$ cat config.mk
export PLATFORM = sky130hd
export DESIGN_NAME = mem_arbiter
export DESIGN_NICKNAME = d
export VERILOG_FILES = /design/src/rtl/mem_arbiter.sv
export SDC_FILE = /design/constraint.sdc
export NUM_CORES = 1
export LEC_CHECK = 0
export ABC_AREA = 1
export CAP_MARGIN = 20
export CORE_MARGIN = 5
export CORE_UTILIZATION = 47
export CTS_CLUSTER_DIAMETER = 30
export DETAILED_ROUTE_END_ITERATION = 10
export PLACE_DENSITY = 0.92
export SLEW_MARGIN = 20
export SYNTH_ARGS = -nofsm -noshare
export SYNTH_HDL_FRONTEND = slang
export SYNTH_SLANG_ARGS = --single-unit
$ cat constraint.sdc
create_clock -name clk -period 2.3 [get_ports clk]
set_input_delay 0.23 -clock clk [delete_from_list [all_inputs] [get_ports clk]]
set_output_delay 0.23 -clock clk [all_outputs]
set_load 0.05 [all_outputs]
$ cat src/rtl/mem_arbiter.sv
// mem_arbiter: round-robin sharing of one unified memory between fetch and data ports,
// with programmable access latency and a halt/dump/park sequence.
module mem_arbiter #(
    parameter int MEM_LAT = 1,
    parameter int CNT_W   = 4
) (
    input  logic        clk,
    input  logic        rst,
    input  logic        if_req,
    input  logic [15:0] if_addr,
    output logic        if_ready,
    output logic [15:0] if_rdata,
    input  logic        d_req,
    input  logic        d_wr,
    input  logic [15:0] d_addr,
    input  logic [15:0] d_wdata,
    output logic        d_ready,
    output logic [15:0] d_rdata,
    input  logic        halt,
    output logic        halted,
    output logic [15:0] mem_addr,
    output logic [15:0] mem_data_in,
    output logic        mem_enable,
    output logic        mem_wr,
    output logic        mem_createdump,
    input  logic [15:0] mem_data_out
);
    typedef enum logic [2:0] {IDLE, BUSY, RESP, DUMP, HALTED} state_t;
    state_t state, state_nx;
    logic [CNT_W-1:0] cnt;
    logic gnt, last_gnt;
    logic [15:0] lat_addr, lat_wdata;
    logic lat_wr, grant_d, take, busy;
    // gnt/last_gnt: 1 = data port, 0 = fetch port
    always_comb begin
        grant_d = d_req && (!if_req || !last_gnt);
        take = state == IDLE && !halt && (if_req || d_req);
        state_nx = state;
        case (state)
            IDLE:    state_nx = halt ? DUMP : take ? BUSY : IDLE;
            BUSY:    state_nx = cnt == '0 ? RESP : BUSY;
            RESP:    state_nx = IDLE;
            DUMP:    state_nx = HALTED;
            default: state_nx = HALTED;
        endcase
    end
    always_ff @(posedge clk or negedge rst) begin
        if (!rst) begin
            state <= IDLE;
            cnt <= '0;
            gnt <= 1'b0;
            last_gnt <= 1'b0;
            lat_addr <= '0;
            lat_wdata <= '0;
            lat_wr <= 1'b0;
            if_rdata <= '0;
            d_rdata <= '0;
        end else begin
            state <= state_nx;
            if (take) begin
                gnt <= grant_d;
                last_gnt <= grant_d;
                lat_addr <= grant_d ? d_addr : if_addr;
                lat_wdata <= grant_d ? d_wdata : '0;
                lat_wr <= grant_d && d_wr;
                cnt <= CNT_W'(MEM_LAT - 1);
            end
            if (busy && cnt != '0)
                cnt <= cnt - 1'b1;
            if (busy && cnt == '0 && !lat_wr) begin
                if (gnt)
                    d_rdata <= mem_data_out;
                else
                    if_rdata <= mem_data_out;
            end
        end
    end
    assign busy = state == BUSY;
    assign mem_enable = busy;
    assign mem_addr = busy ? lat_addr : '0;
    assign mem_data_in = busy ? lat_wdata : '0;
    assign mem_wr = busy && lat_wr;
    assign mem_createdump = state == DUMP;
    assign halted = state == HALTED;
    assign if_ready = state == RESP && !gnt;
    assign d_ready = state == RESP && gnt;
endmodule

==> flow_summary.yaml <==
# generated from flow reports
power_and_ir_drop:
  power_density_nw_per_um2: 497
  power_uw: 2570
  pg_clk_uw: 1090
  switching_share_pct: 20.6
  power_frac_seq_pct: 49.9
  pg_comb_uw: 203
  internal_power_uw: 2040
run_status:
  outcome: "finished clean"
global_route:
  overflow: 0
  grt.met2_usage_pct: 36.3
  grt_first_pass_wirelength_um: 15500
route:
  wl_met3_um: 922
  met2_length_um: 4550
  m1WireLength_um: 3850
  avgViaCountPerCell: 5.04
synthesis:
  ff_type: "dfrtp_1"
  yosys_area_um2: 3430
  edf_count: 0
  top_area_share_pct: 53.3
  syn_area_um2: 3430
  top_cells_by_area: "dfrtp_1 (53%), nand2_1 (15%), nand4_1 (8.9%)"
  syn_avg_cell_area_um2: 8.01
  ys_cells: 428
sta:
  setup_slack_ns: 0.155
  worst_pin_slew_ns: 1.02
  setup_tns_ns: 0
  rsz0062_at_grt: "false"
setup_path:
  cp_top_family: "buffers and inverters"
  rr_worst_depth: 7
  critPathKind: "flip-flop to output pin"
  worst_path_max_delay_cell: "clkdlybuf4s50_1"
layout:
  inv_count: 46
  area_dominant_class: "flip-flops and latches"
floorplanning:
  chipHeight_um: 95.4
  die_w_um: 95.4
  ios: 140
clock_network:
  cts-root-buf: "clkbuf_8"
  cts_num_sinks: 73
  cts_post_setup_buffers_inserted: 0
  cts_tree: "built"
place:
  place_inst: 650
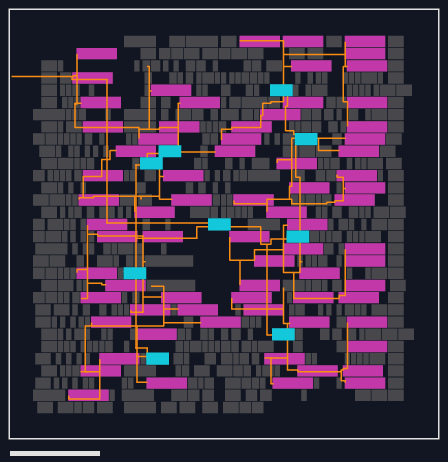
Figure 1: routed clock nets over the placement.
Scale bar: 20 um.
Orange marks clock wires, length 839 um. Magenta marks flip-flops, count 73. Cyan marks clock-net drivers, count 9.
Position of the flops: spread over the die. There are 10 routed clock nets.

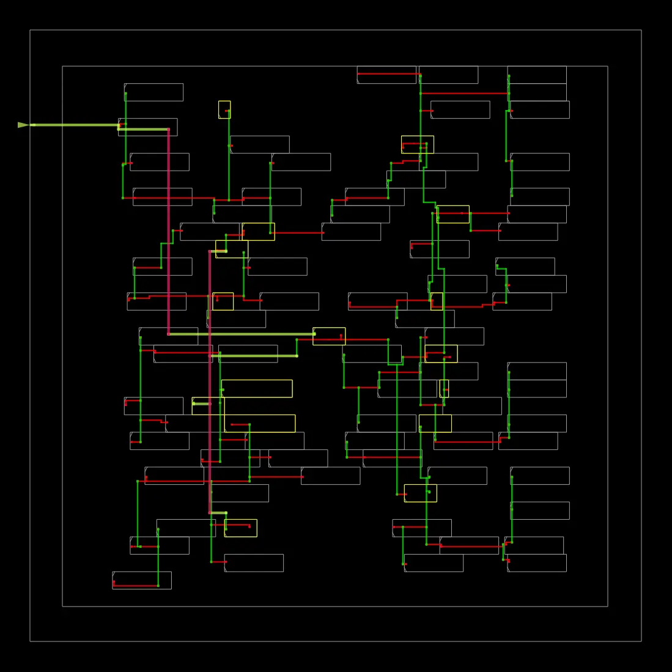
Figure 2: clock wiring as the flow saved it.
clk_buf instances: 11
clk latency late pin: 0.33 ns
final setup skew: 0.00688 ns
Num CTS Buffers: 9

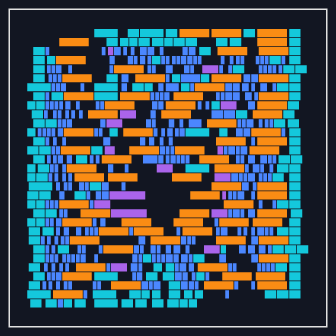
Figure 3: cells colored by class.
Cyan marks remaining buffers and delay cells, cells 149. Orange marks registers, cells 73. Purple marks clock drivers and dummy loads, cells 16. Blue marks remaining logic cells, cells 330.
row count: 31
fraction of area in registers: 35.3%

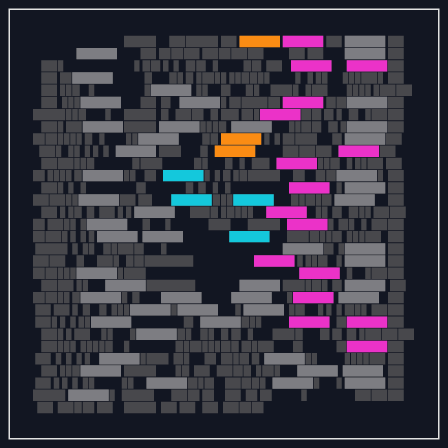
Figure 4: sequential cells grouped by signal name.
Other sequential cells in the stronger gray, the rest of the logic in the fainter gray.
Cyan marks cnt, placed flops 4, where center. Magenta marks if_rdata, placed flops 16. Orange marks state, placed flops 3.
Seq group: 1280 uW
Util after Layout: 72.1%
register area: 1830 um^2

Power and IR drop assume default switching activity.
